==> config.mk <==
export PLATFORM = sky130hd
export DESIGN_NAME = match_sequencer_flat
export DESIGN_NICKNAME = d
export VERILOG_FILES = /design/src/rtl/match_sequencer_if.sv /design/src/rtl/match_sequencer.sv /design/src/flat_wrapper.sv
export SDC_FILE = /design/constraint.sdc
export NUM_CORES = 1
export LEC_CHECK = 0
export CORE_AREA = 10 10 68 70
export CTS_CLUSTER_SIZE = 8
export DETAILED_ROUTE_END_ITERATION = 10
export DIE_AREA = 0 0 78 80
export PLACE_DENSITY = 0.78
export SETUP_SLACK_MARGIN = 0.4
export SYNTH_ARGS = -nofsm -noshare
export SYNTH_HDL_FRONTEND = slang
export SYNTH_SLANG_ARGS = --single-unit
==> constraint.sdc <==
create_clock -name clk -period 2.6 [get_ports clk]
set_clock_uncertainty 0.05 [all_clocks]
set_input_delay 0.78 -clock clk [delete_from_list [all_inputs] [get_ports clk]]
set_output_delay 0.78 -clock clk [all_outputs]
set_load 0.05 [all_outputs]
==> src/rtl/match_sequencer_if.sv <==
// Signal bundle between the match sequencer and its environment (frame strobe,
// buttons, game_logic status in; serve/status outputs out).
interface match_sequencer_if;
  logic       frame_pulse;
  logic       p1_btn_action;
  logic       p2_btn_action;
  logic       ball_out_p1;
  logic       ball_out_p2;
  logic [1:0] p1_lives;
  logic [1:0] p2_lives;
  logic       serve_action;
  logic       server;
  logic [2:0] seq_state;
  logic [8:0] timer;
  logic [1:0] winner;
  logic       paddle_enable;
  logic       blink;

  // Environment side: drives strobe and player/game inputs, observes sequencer
  modport master (
    output frame_pulse, p1_btn_action, p2_btn_action,
    output ball_out_p1, ball_out_p2, p1_lives, p2_lives,
    input  serve_action, server, seq_state, timer, winner, paddle_enable, blink
  );

  // Sequencer side
  modport slave (
    input  frame_pulse, p1_btn_action, p2_btn_action,
    input  ball_out_p1, ball_out_p2, p1_lives, p2_lives,
    output serve_action, server, seq_state, timer, winner, paddle_enable, blink
  );
endinterface

==> src/rtl/match_sequencer.sv <==
// Frame-rate match controller: attract / ready / countdown / serve / play /
// point-pause / game-over sequencing, serve generation, server and winner tracking.
// Optional feature macro: MATCH_SEQUENCER_AUTO_SERVE_EN (auto-serve after idle READY).
module match_sequencer #(
  parameter int unsigned SERVE_DELAY_FRAMES = 60,
  parameter int unsigned POINT_PAUSE_FRAMES = 90,
  parameter int unsigned GAMEOVER_FRAMES    = 300,
  parameter int unsigned AUTO_SERVE_FRAMES  = 240
) (
  input logic              clk,
  input logic              nRst,
  match_sequencer_if.slave bus
);

  localparam int unsigned TIMER_W = 9;
  localparam int unsigned BLINK_W = 4;

`ifdef MATCH_SEQUENCER_AUTO_SERVE_EN
  localparam bit AUTO_EN = 1'b1;
`else
  localparam bit AUTO_EN = 1'b0;
`endif

  localparam logic [TIMER_W-1:0] SERVE_LOAD = TIMER_W'(SERVE_DELAY_FRAMES - 1);
  localparam logic [TIMER_W-1:0] POINT_LOAD = TIMER_W'(POINT_PAUSE_FRAMES - 1);
  localparam logic [TIMER_W-1:0] OVER_LOAD  = TIMER_W'(GAMEOVER_FRAMES - 1);
  // READY timer only counts when auto-serve is built in; otherwise it sits at 0
  localparam logic [TIMER_W-1:0] READY_LOAD =
    AUTO_EN ? TIMER_W'(AUTO_SERVE_FRAMES - 1) : '0;
  localparam logic [TIMER_W-1:0] TIMER_ONE  = TIMER_W'(1);

  typedef enum logic [2:0] {
    ST_ATTRACT   = 3'd0,
    ST_READY     = 3'd1,
    ST_COUNTDOWN = 3'd2,
    ST_SERVE     = 3'd3,
    ST_PLAYING   = 3'd4,
    ST_POINT     = 3'd5,
    ST_GAMEOVER  = 3'd6
  } state_t;

  state_t             state_q, state_d;
  logic [TIMER_W-1:0] timer_q, timer_d;
  logic               server_q, server_d;
  logic [1:0]         winner_q, winner_d;
  logic               p1_prev_q, p1_prev_d;
  logic               p2_prev_q, p2_prev_d;
  logic [BLINK_W-1:0] blink_cnt_q, blink_cnt_d;
  logic               blink_q, blink_d;
  logic               serve_q, serve_d;
  logic               paddle_q, paddle_d;

  logic               p1_press, p2_press, server_press, timer_zero;
  logic               loser_p2;
  logic [1:0]         loser_lives;

  // Next-state, timer, server/winner and blink decisions; all gated by frame_pulse
  always_comb begin
    state_d      = state_q;
    timer_d      = timer_q;
    server_d     = server_q;
    winner_d     = winner_q;
    p1_prev_d    = p1_prev_q;
    p2_prev_d    = p2_prev_q;
    blink_cnt_d  = blink_cnt_q;
    blink_d      = blink_q;
    p1_press     = bus.frame_pulse & bus.p1_btn_action & ~p1_prev_q;
    p2_press     = bus.frame_pulse & bus.p2_btn_action & ~p2_prev_q;
    server_press = server_q ? p2_press : p1_press;
    timer_zero   = (timer_q == '0);
    loser_p2     = ~bus.ball_out_p1;
    loser_lives  = loser_p2 ? bus.p2_lives : bus.p1_lives;

    if (bus.frame_pulse) begin
      p1_prev_d = bus.p1_btn_action;
      p2_prev_d = bus.p2_btn_action;
    end

    case (state_q)
      ST_ATTRACT: begin
        if (p1_press | p2_press) begin
          state_d  = ST_READY;
          server_d = ~p1_press;
          timer_d  = READY_LOAD;
        end
      end
      ST_READY: begin
        if (server_press) begin
          state_d = ST_COUNTDOWN;
          timer_d = SERVE_LOAD;
        end
`ifdef MATCH_SEQUENCER_AUTO_SERVE_EN
        else if (bus.frame_pulse) begin
          if (timer_zero) begin
            state_d = ST_COUNTDOWN;
            timer_d = SERVE_LOAD;
          end else begin
            timer_d = timer_q - TIMER_ONE;
          end
        end
`endif
      end
      ST_COUNTDOWN: begin
        if (bus.frame_pulse) begin
          if (timer_zero) state_d = ST_SERVE;
          else            timer_d = timer_q - TIMER_ONE;
        end
      end
      ST_SERVE: begin
        if (bus.frame_pulse) state_d = ST_PLAYING;
      end
      ST_PLAYING: begin
        if (bus.frame_pulse && (bus.ball_out_p1 || bus.ball_out_p2)) begin
          server_d = loser_p2;
          if (loser_lives == 2'd0) begin
            winner_d = loser_p2 ? 2'b01 : 2'b10;
            state_d  = ST_GAMEOVER;
            timer_d  = OVER_LOAD;
          end else begin
            state_d = ST_POINT;
            timer_d = POINT_LOAD;
          end
        end
      end
      ST_POINT: begin
        if (bus.frame_pulse) begin
          if (timer_zero) begin
            state_d = ST_READY;
            timer_d = READY_LOAD;
          end else begin
            timer_d = timer_q - TIMER_ONE;
          end
        end
      end
      ST_GAMEOVER: begin
        if (bus.frame_pulse) begin
          if (timer_zero) begin
            state_d  = ST_ATTRACT;
            winner_d = 2'b00;
            server_d = 1'b0;
          end else begin
            timer_d = timer_q - TIMER_ONE;
          end
        end
      end
      default: begin
        state_d  = ST_ATTRACT;
        timer_d  = '0;
        server_d = 1'b0;
        winner_d = 2'b00;
      end
    endcase

    // Blink counter runs only while staying in READY; cleared everywhere else
    if (state_d != ST_READY) begin
      blink_cnt_d = '0;
      blink_d     = 1'b0;
    end else if (state_q == ST_READY && bus.frame_pulse) begin
      blink_cnt_d = blink_cnt_q + BLINK_W'(1);
      if (blink_cnt_q == '1) blink_d = ~blink_q;
    end

    serve_d  = (state_d == ST_SERVE);
    paddle_d = (state_d == ST_COUNTDOWN) || (state_d == ST_SERVE) || (state_d == ST_PLAYING);
  end

  // State and output registers with synchronous active-low reset
  always_ff @(posedge clk) begin
    if (!nRst) begin
      state_q     <= ST_ATTRACT;
      timer_q     <= '0;
      server_q    <= 1'b0;
      winner_q    <= 2'b00;
      p1_prev_q   <= 1'b0;
      p2_prev_q   <= 1'b0;
      blink_cnt_q <= '0;
      blink_q     <= 1'b0;
      serve_q     <= 1'b0;
      paddle_q    <= 1'b0;
    end else begin
      state_q     <= state_d;
      timer_q     <= timer_d;
      server_q    <= server_d;
      winner_q    <= winner_d;
      p1_prev_q   <= p1_prev_d;
      p2_prev_q   <= p2_prev_d;
      blink_cnt_q <= blink_cnt_d;
      blink_q     <= blink_d;
      serve_q     <= serve_d;
      paddle_q    <= paddle_d;
    end
  end

  assign bus.seq_state     = state_q;
  assign bus.timer         = timer_q;
  assign bus.server        = server_q;
  assign bus.winner        = winner_q;
  assign bus.serve_action  = serve_q;
  assign bus.paddle_enable = paddle_q;
  assign bus.blink         = blink_q;

endmodule

==> src/flat_wrapper.sv <==
// flat-port wrapper written by rule: the top's interface ports become plain ports
module match_sequencer_flat 
#(
  parameter int unsigned SERVE_DELAY_FRAMES = 60,
  parameter int unsigned POINT_PAUSE_FRAMES = 90,
  parameter int unsigned GAMEOVER_FRAMES    = 300,
  parameter int unsigned AUTO_SERVE_FRAMES  = 240
)
  (clk, nRst, bus_frame_pulse, bus_p1_btn_action, bus_p2_btn_action, bus_ball_out_p1, bus_ball_out_p2, bus_p1_lives, bus_p2_lives, bus_serve_action, bus_server, bus_seq_state, bus_timer, bus_winner, bus_paddle_enable, bus_blink);
  match_sequencer_if bus_i ();
  input logic clk;
  input logic nRst;
  input wire logic [$bits(bus_i.frame_pulse)-1:0] bus_frame_pulse;
  input wire logic [$bits(bus_i.p1_btn_action)-1:0] bus_p1_btn_action;
  input wire logic [$bits(bus_i.p2_btn_action)-1:0] bus_p2_btn_action;
  input wire logic [$bits(bus_i.ball_out_p1)-1:0] bus_ball_out_p1;
  input wire logic [$bits(bus_i.ball_out_p2)-1:0] bus_ball_out_p2;
  input wire logic [$bits(bus_i.p1_lives)-1:0] bus_p1_lives;
  input wire logic [$bits(bus_i.p2_lives)-1:0] bus_p2_lives;
  output wire logic [$bits(bus_i.serve_action)-1:0] bus_serve_action;
  output wire logic [$bits(bus_i.server)-1:0] bus_server;
  output wire logic [$bits(bus_i.seq_state)-1:0] bus_seq_state;
  output wire logic [$bits(bus_i.timer)-1:0] bus_timer;
  output wire logic [$bits(bus_i.winner)-1:0] bus_winner;
  output wire logic [$bits(bus_i.paddle_enable)-1:0] bus_paddle_enable;
  output wire logic [$bits(bus_i.blink)-1:0] bus_blink;
  assign bus_i.frame_pulse = bus_frame_pulse;
  assign bus_i.p1_btn_action = bus_p1_btn_action;
  assign bus_i.p2_btn_action = bus_p2_btn_action;
  assign bus_i.ball_out_p1 = bus_ball_out_p1;
  assign bus_i.ball_out_p2 = bus_ball_out_p2;
  assign bus_i.p1_lives = bus_p1_lives;
  assign bus_i.p2_lives = bus_p2_lives;
  assign bus_serve_action = bus_i.serve_action;
  assign bus_server = bus_i.server;
  assign bus_seq_state = bus_i.seq_state;
  assign bus_timer = bus_i.timer;
  assign bus_winner = bus_i.winner;
  assign bus_paddle_enable = bus_i.paddle_enable;
  assign bus_blink = bus_i.blink;
  match_sequencer #(.SERVE_DELAY_FRAMES(SERVE_DELAY_FRAMES), .POINT_PAUSE_FRAMES(POINT_PAUSE_FRAMES), .GAMEOVER_FRAMES(GAMEOVER_FRAMES), .AUTO_SERVE_FRAMES(AUTO_SERVE_FRAMES)) u_core (.clk(clk), .nRst(nRst), .bus(bus_i));
endmodule
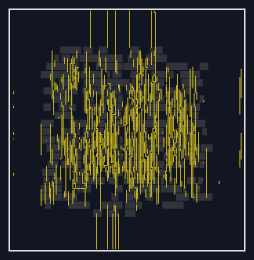
Fig. 1. Metal 2 (run 1).
Drawn at 3 px/um.
nets with wire on the layer = 232
main direction = vertical
longest straight run = 30.6 um
wire length on this layer = 2330 um

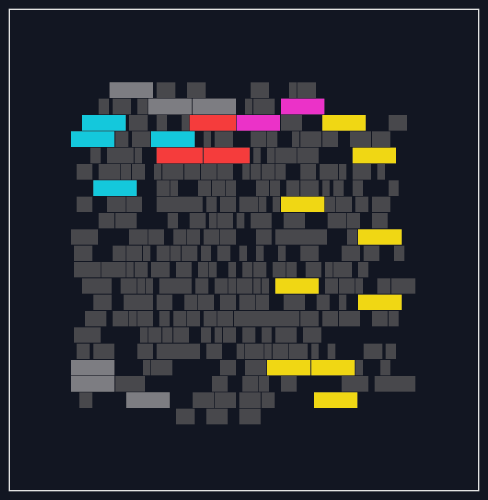
Fig. 2. Where the registers sit (run 1).
Drawn at 6 px/um. Other sequential cells in the stronger gray, the rest of the logic in the fainter gray.
cyan -> u_core.blink_cnt_q  # placed flops 4, where upper left
red -> u_core.bus.seq_state  # placed flops 3
magenta -> u_core.bus.winner  # placed flops 2
yellow -> u_core.bus.timer  # placed flops 9
not colored = 6

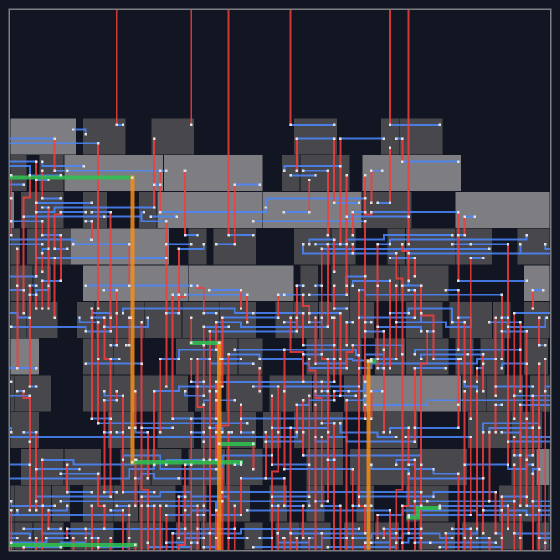
Fig. 3. Layout detail (run 1).
Window x 19 to 59, y 36 to 76 um. Cells in gray, sequential cells in the stronger gray; small squares are vias.
green -> metal 3
blue -> metal 1
red -> metal 2
orange -> metal 4
sequential cells in the window = 11
cells with their middle in the window = 120
most frequent = nor2_1 (11), nand2_1 (10), dfxtp_1 (8)
netlist names of flops here include = u_core.bus.seq_state (3), u_core.bus.timer (2), u_core.bus.winner (2)

==> impl_metrics.tcl, run 1 <==
# metrics dict for downstream scripts
set metrics [dict create \
    antennaDiodeCount 0 \
    numSynthFlops 24 \
    top_area_share_pct 28.6 \
    critPathTopFamily "buffers and inverters" \
    reg2reg_from "u_core.bus.timer[0]" \
    finalMaxSlewViolations 0 \
    most-common-layout-cells "21 x buf_4, 21 x dfxtp_1, 17 x nor2_1, 17 x nand2_1, 11 x dlygate4sd2_1" \
    r2r-end "u_core.bus.paddle_enable" \
    async_flop_share_pct 0 \
    grt_max_degree 24 \
    antenna_found_initial 0 \
    numCtsBuffers 3 \
    htreeDepth 1 \
    grt.total_usage_pct 14.9 \
    drive_gt1_share_pct 22.9 \
    max_clock_freq_mhz 462 \
    synth_top_cell_by_area "dfxtp_1" \
    ys_types 53 \
    relSlewSlack_pct 62.3 \
    synth_area_sq_um 1680 \
    hold_viol 0 \
    drc 0 \
    yosys_most_used_dff "dfxtp_1" \
    ant_nets 0 \
    clk_pin_slew_ns 0.15 \
    drt_iter0_markers 171 \
    regToRegSetupSlack_ns 0.48 \
    timing.final.crit_period_ns 2.17 \
    fin_nets 259 \
    status "completed" \
    worstMarginPinSlew_ns 0.560 \
    worst-path-buf-inv 1 \
    insertion_delay_ns 0.33 \
    ys_area_sq_um 1680 \
    cp_slowest_cell "dlygate4sd2_1" \
    cts_root_buf "clkbuf_4" \
    dp_cells 284 \
    crit_fanout 4 \
    grt-ovfl-total 0 \
    io_pins 29 \
    routed-via-count 1775 \
    port_buffers 28 \
    vdd_drop_max_v 0.000269 \
    drv_cap 0 \
    logic_area_sq_um 1150 \
    power_density_nw_per_um2 452 \
    viasPerCell 6.10 \
    min_path_cells 2 \
    initCoreUtil_pct 51.2 \
    hold_path_class "flip-flop to flip-flop" \
    die_w_um 78 \
    dieHeight_um 80 \
    clockBufferDepth 2 \
    rr_worst_depth 7 \
    first_pass_iters 4 \
    rows 21 \
    p_leak_nw 0.925 \
    cp_cell_sequence "dlygate4sd2_1" \
    routedWlPerCell_um 16.4 \
    place_hpwl_um 3550 \
    avgSynthCellArea_sq_um 8.20 \
    edf_count 0 \
]
-- run 1: where the power goes --
group | internal, mW | switching [mW]
logic | 0.122 | 0.169
clock network | 0.156 | 0.123
registers | 0.379 | 0.0232
total | 0.657 | 0.315
-- run 1: worst min-delay path by stage --
stage	startpoint	end	slack (ns)
after floorplan	u_core.blink_cnt_q[1]	u_core.blink_cnt_q[1]	0.46
after detailed placement	u_core.bus.winner[0]	u_core.bus.winner[0]	0.41
final	u_core.bus.winner[1]	u_core.bus.winner[1]	0.42
after global routing	u_core.bus.winner[1]	u_core.bus.winner[1]	0.46
after global placement	u_core.bus.winner[1]	u_core.bus.winner[1]	0.40
after CTS	u_core.bus.winner[0]	u_core.bus.winner[0]	0.42
-- run 1: stage by stage --
stage | worst slack [ns] | area, sq um
5_1_grt | 0.397 | 2150
2_1_floorplan | 0.403 | 1680
4_1_cts | 0.325 | 2120
3_3_place_gp | -0.0389 | 2070
6_report | 0.434 | 2150
3_5_place_dp | -0.0328 | 2070
-- run 1: layer usage --
| metal | track usage (%) | vias to the layer above | wire length (um) |
|---|---|---|---|
| li1 | - | 851 | - |
| met1 | 18.4 | 849 | 2060 |
| met2 | 26.0 | 68 | 2330 |
| met3 | 2.93 | 7 | 302 |
| met4 | 3.76 | 0 | 70 |
| met5 | 0 | - | 0 |
-- run 1: registers in the layout, summed over array words and instances, names as in the netlist --
name and count:
u_core.bus.timer 9, u_core.blink_cnt_q 4, u_core.bus.seq_state 3, u_core.bus.winner 2, u_core.bus.blink 1, u_core.bus.paddle_enable 1
u_core.bus.serve_action 1, u_core.bus.server 1, u_core.p1_prev_q 1, u_core.p2_prev_q 1
-- run 1: cells by family after synthesis --
family	count (synthesis)	synth area share (%)
buf+inv	18	5.06
simple gates	91	31.3
compound gates	55	25.0
fa+ha+maj	2	1.49
mux	9	5.44
flops	24	28.6
xor+xnor	6	3.13
-- run 1: synthesized netlist by cell type (all sizes together) (3+ instances only) --
cell and count:
nand2 19, nor2 18, buf 8, a21oi 6, mux2i 8, o31ai 5, dfxtp 24, inv 8
a32o 4, nand2b 5, nor4 5, o211ai 4, nand4 5, nand3 8, nor2b 9, a31oi 5
nor3 10, a21boi 3, and2 3, o21ai 9, xor2 3, xnor2 3
-- run 1: layout make-up --
type / instances / share of cell area [%]
multi-input cells: 163 / 53.4
flip-flops and latches: 24 / 22.5
repair buffers: 46 / 17.6
well taps: 46 / 2.68
clock inverters: 1 / 1.40
inverters: 8 / 1.40
clock buffers: 3 / 1.05
-- run 1: what timing repair did --
action                                  CTS  global route
setup buffers                             0             3
hold buffers                              0             0
endpoints found under the setup margin   31            20
resized                                  25            20
pin swaps                                 4             6
Fig. 4: run 1, track usage over the die
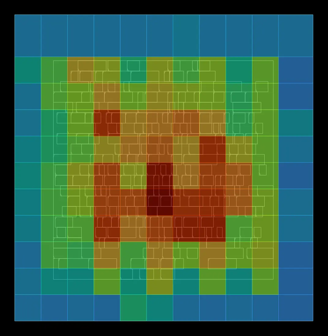

==> run 1 -> run 2 <==
--- a/config.mk
+++ b/config.mk
@@ -5,11 +5,11 @@
 export SDC_FILE = /design/constraint.sdc
 export NUM_CORES = 1
 export LEC_CHECK = 0
-export CORE_AREA = 10 10 68 70
+export CORE_AREA = 10 10 71 73
 export CTS_CLUSTER_SIZE = 8
 export DETAILED_ROUTE_END_ITERATION = 10
-export DIE_AREA = 0 0 78 80
-export PLACE_DENSITY = 0.78
+export DIE_AREA = 0 0 81 83
+export PLACE_DENSITY = 0.75
 export SETUP_SLACK_MARGIN = 0.4
 export SYNTH_ARGS = -nofsm -noshare
 export SYNTH_HDL_FRONTEND = slang
==> constraint.sdc (replaced) <==
create_clock -name clk -period 1.75 [get_ports clk]
set_clock_uncertainty 0.05 [all_clocks]
set_input_delay 0.525 -clock clk [delete_from_list [all_inputs] [get_ports clk]]
set_output_delay 0.525 -clock clk [all_outputs]
set_load 0.05 [all_outputs]
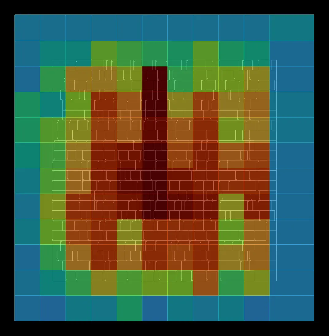
Fig. 5. Track usage over the die (run 2).
total track usage: 19.7%
GR peak layer: met2

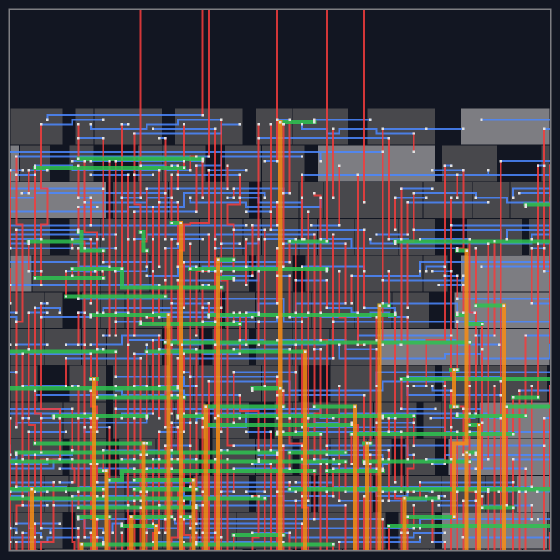
Fig. 6. Layout detail (run 2).
Window x 20 to 60, y 38 to 78 um. Cells in gray, sequential cells in the stronger gray; small squares are vias.
green -> metal 3
red -> metal 2
orange -> metal 4
blue -> metal 1
most frequent = buf_4 (26), buf_6 (6)
cells with their middle in the window = 118
netlist names of flops here include = u_core.blink_cnt_q (4), u_core.bus.seq_state (3)
sequential cells in the window = 10

==> impl_metrics.tcl, run 2 <==
# metrics dict for downstream scripts
set metrics [dict create \
    status "complete, but fails checks" \
    violations "setup timing" \
    regToRegSetupSlack_ns -0.18 \
    antennaDiodeCount 0 \
    worstMarginPinSlew_ns 0.517 \
    relSlewSlack_pct 65.4 \
    drive_gt1_share_pct 59.5 \
    port_buffers 28 \
    finalSetupViolCount 20 \
    pwr-share-comb_pct 40.7 \
    numSynthFlops 24 \
    yosys_most_used_dff "dfxtp_1" \
    ant_nets 0 \
    fin_ws_ns -0.183 \
    rr_worst_depth 6 \
    io_pins 29 \
    clkPwrFrac_pct 27.8 \
    p_switching_mw 0.644 \
    synth_area_sq_um 1680 \
    p_leak_nw 1.32 \
    routedWlPerCell_um 24.4 \
    routed-via-count 2343 \
    grt-ovfl-total 0 \
    power_frac_seq_pct 31.5 \
    power_density_nw_per_um2 586 \
    hold_end "u_core.bus.winner[1]" \
    most-common-layout-cells "55 x buf_4, 22 x buf_6, 18 x buf_12, 16 x nand2_1, 11 x nor2_1" \
    finalMaxSlewViolations 0 \
    vdd_drop_max_v 0.000383 \
    max_clock_freq_mhz 517 \
    htreeDepth 1 \
    largest_register_ffs 9 \
    clk_pin_slew_ns 0.10 \
    drv_cap 0 \
    rows 22 \
    top_cell "dfxtp_1" \
    edf_count 0 \
]
==> run 2: routing by layer <==
| layer | track usage [%] | vias up | wire (um) |
|---|---|---|---|
| li1 | - | 975 | - |
| met1 | 25.0 | 1089 | 3200 |
| met2 | 29.1 | 221 | 3920 |
| met3 | 5.17 | 58 | 1020 |
| met4 | 10.5 | 0 | 447 |
| met5 | 0 | - | 0 |
==> run 2: cell type report <==
type                            instances  area [sq um]  share of cell area (%)
Multi-Input combinational cell        163          1390                    43.6
Timing Repair Buffer                  105          1100                    34.6
Sequential cell                        24           527                    16.5
Tap cell                               48          60.1                    1.88
Clock buffer                            3          41.3                    1.30
Inverter                                8          35.0                    1.10
Clock inverter                          1          30.0                   0.942
==> run 2: worst max-delay path by stage <==
| stage | from | end | slack (ns) | cells after the start |
|---|---|---|---|---|
| 2_1_floorplan | u_core.bus.timer[1] | u_core.bus.timer[6] | -0.04 | 7 |
| 3_3_place_gp | bus_frame_pulse | u_core.bus.paddle_enable | -0.57 | 6 |
| 3_5_place_dp | bus_frame_pulse | u_core.bus.paddle_enable | -0.59 | 6 |
| 4_1_cts | u_core.bus.timer[1] | u_core.bus.timer[6] | -0.07 | 7 |
| 5_1_grt | u_core.bus.timer[5] | u_core.blink_cnt_q[1] | -0.21 | 6 |
| 6_report | u_core.bus.seq_state[1] | u_core.bus.timer[5] | -0.18 | 6 |
==> run 2: worst max-delay path, stage by stage (launching register included) <==
cell and delay [ns]:
dfxtp_4 0.53, a21oi_1 0.18, o21ai_2 0.23, nand2_4 0.15
nor4b_4 0.37, buf_4 0.21, a32o_1 0.15
==> run 2: timing repair <==
action                     4_1_cts  5_1_grt
setup buffers                   18       10
gates cloned                     0        0
hold buffers                     0        0
gates resized                   60       50
setup endpoints to repair       42       42
pin swaps                       35       18
==> run 2: cells by family (layout without fill, tap and decap cells) <==
group / after synthesis / after routing / share of synthesized area [%]
xor+xnor: 6 / 6 / 3.13
fa+ha+maj: 2 / 2 / 1.49
buf+inv: 18 / 117 / 5.06
mux: 9 / 9 / 5.44
flops: 24 / 24 / 28.6
compound gates: 55 / 55 / 25.0
simple gates: 91 / 91 / 31.3
==> run 2: stage by stage <==
stage / total power, mW / setup slack, ns / util [%] / hold slack, ns
6_report: 1.87 / -0.183 / 87.7 / 0.445
5_1_grt: 1.91 / -0.212 / 87.7 / 0.458
4_1_cts: 1.71 / -0.0721 / 80.3 / 0.438
3_5_place_dp: 1.13 / -0.588 / 71.2 / 0.445
3_3_place_gp: 1.12 / -0.566 / 71.2 / 0.433
2_1_floorplan: 0.897 / -0.0439 / - / 0.464
==> run 2: power by group through the flow <==
stage | registers (mW) | logic (mW) | clock network (mW)
after detailed placement | 0.602 | 0.525 | 0
after global routing | 0.591 | 0.784 | 0.535
after floorplan | 0.631 | 0.266 | 0
after global placement | 0.602 | 0.521 | 0
final | 0.589 | 0.761 | 0.519
after CTS | 0.584 | 0.616 | 0.510
No activity file was given, so power comes from the tool's default toggle rates.
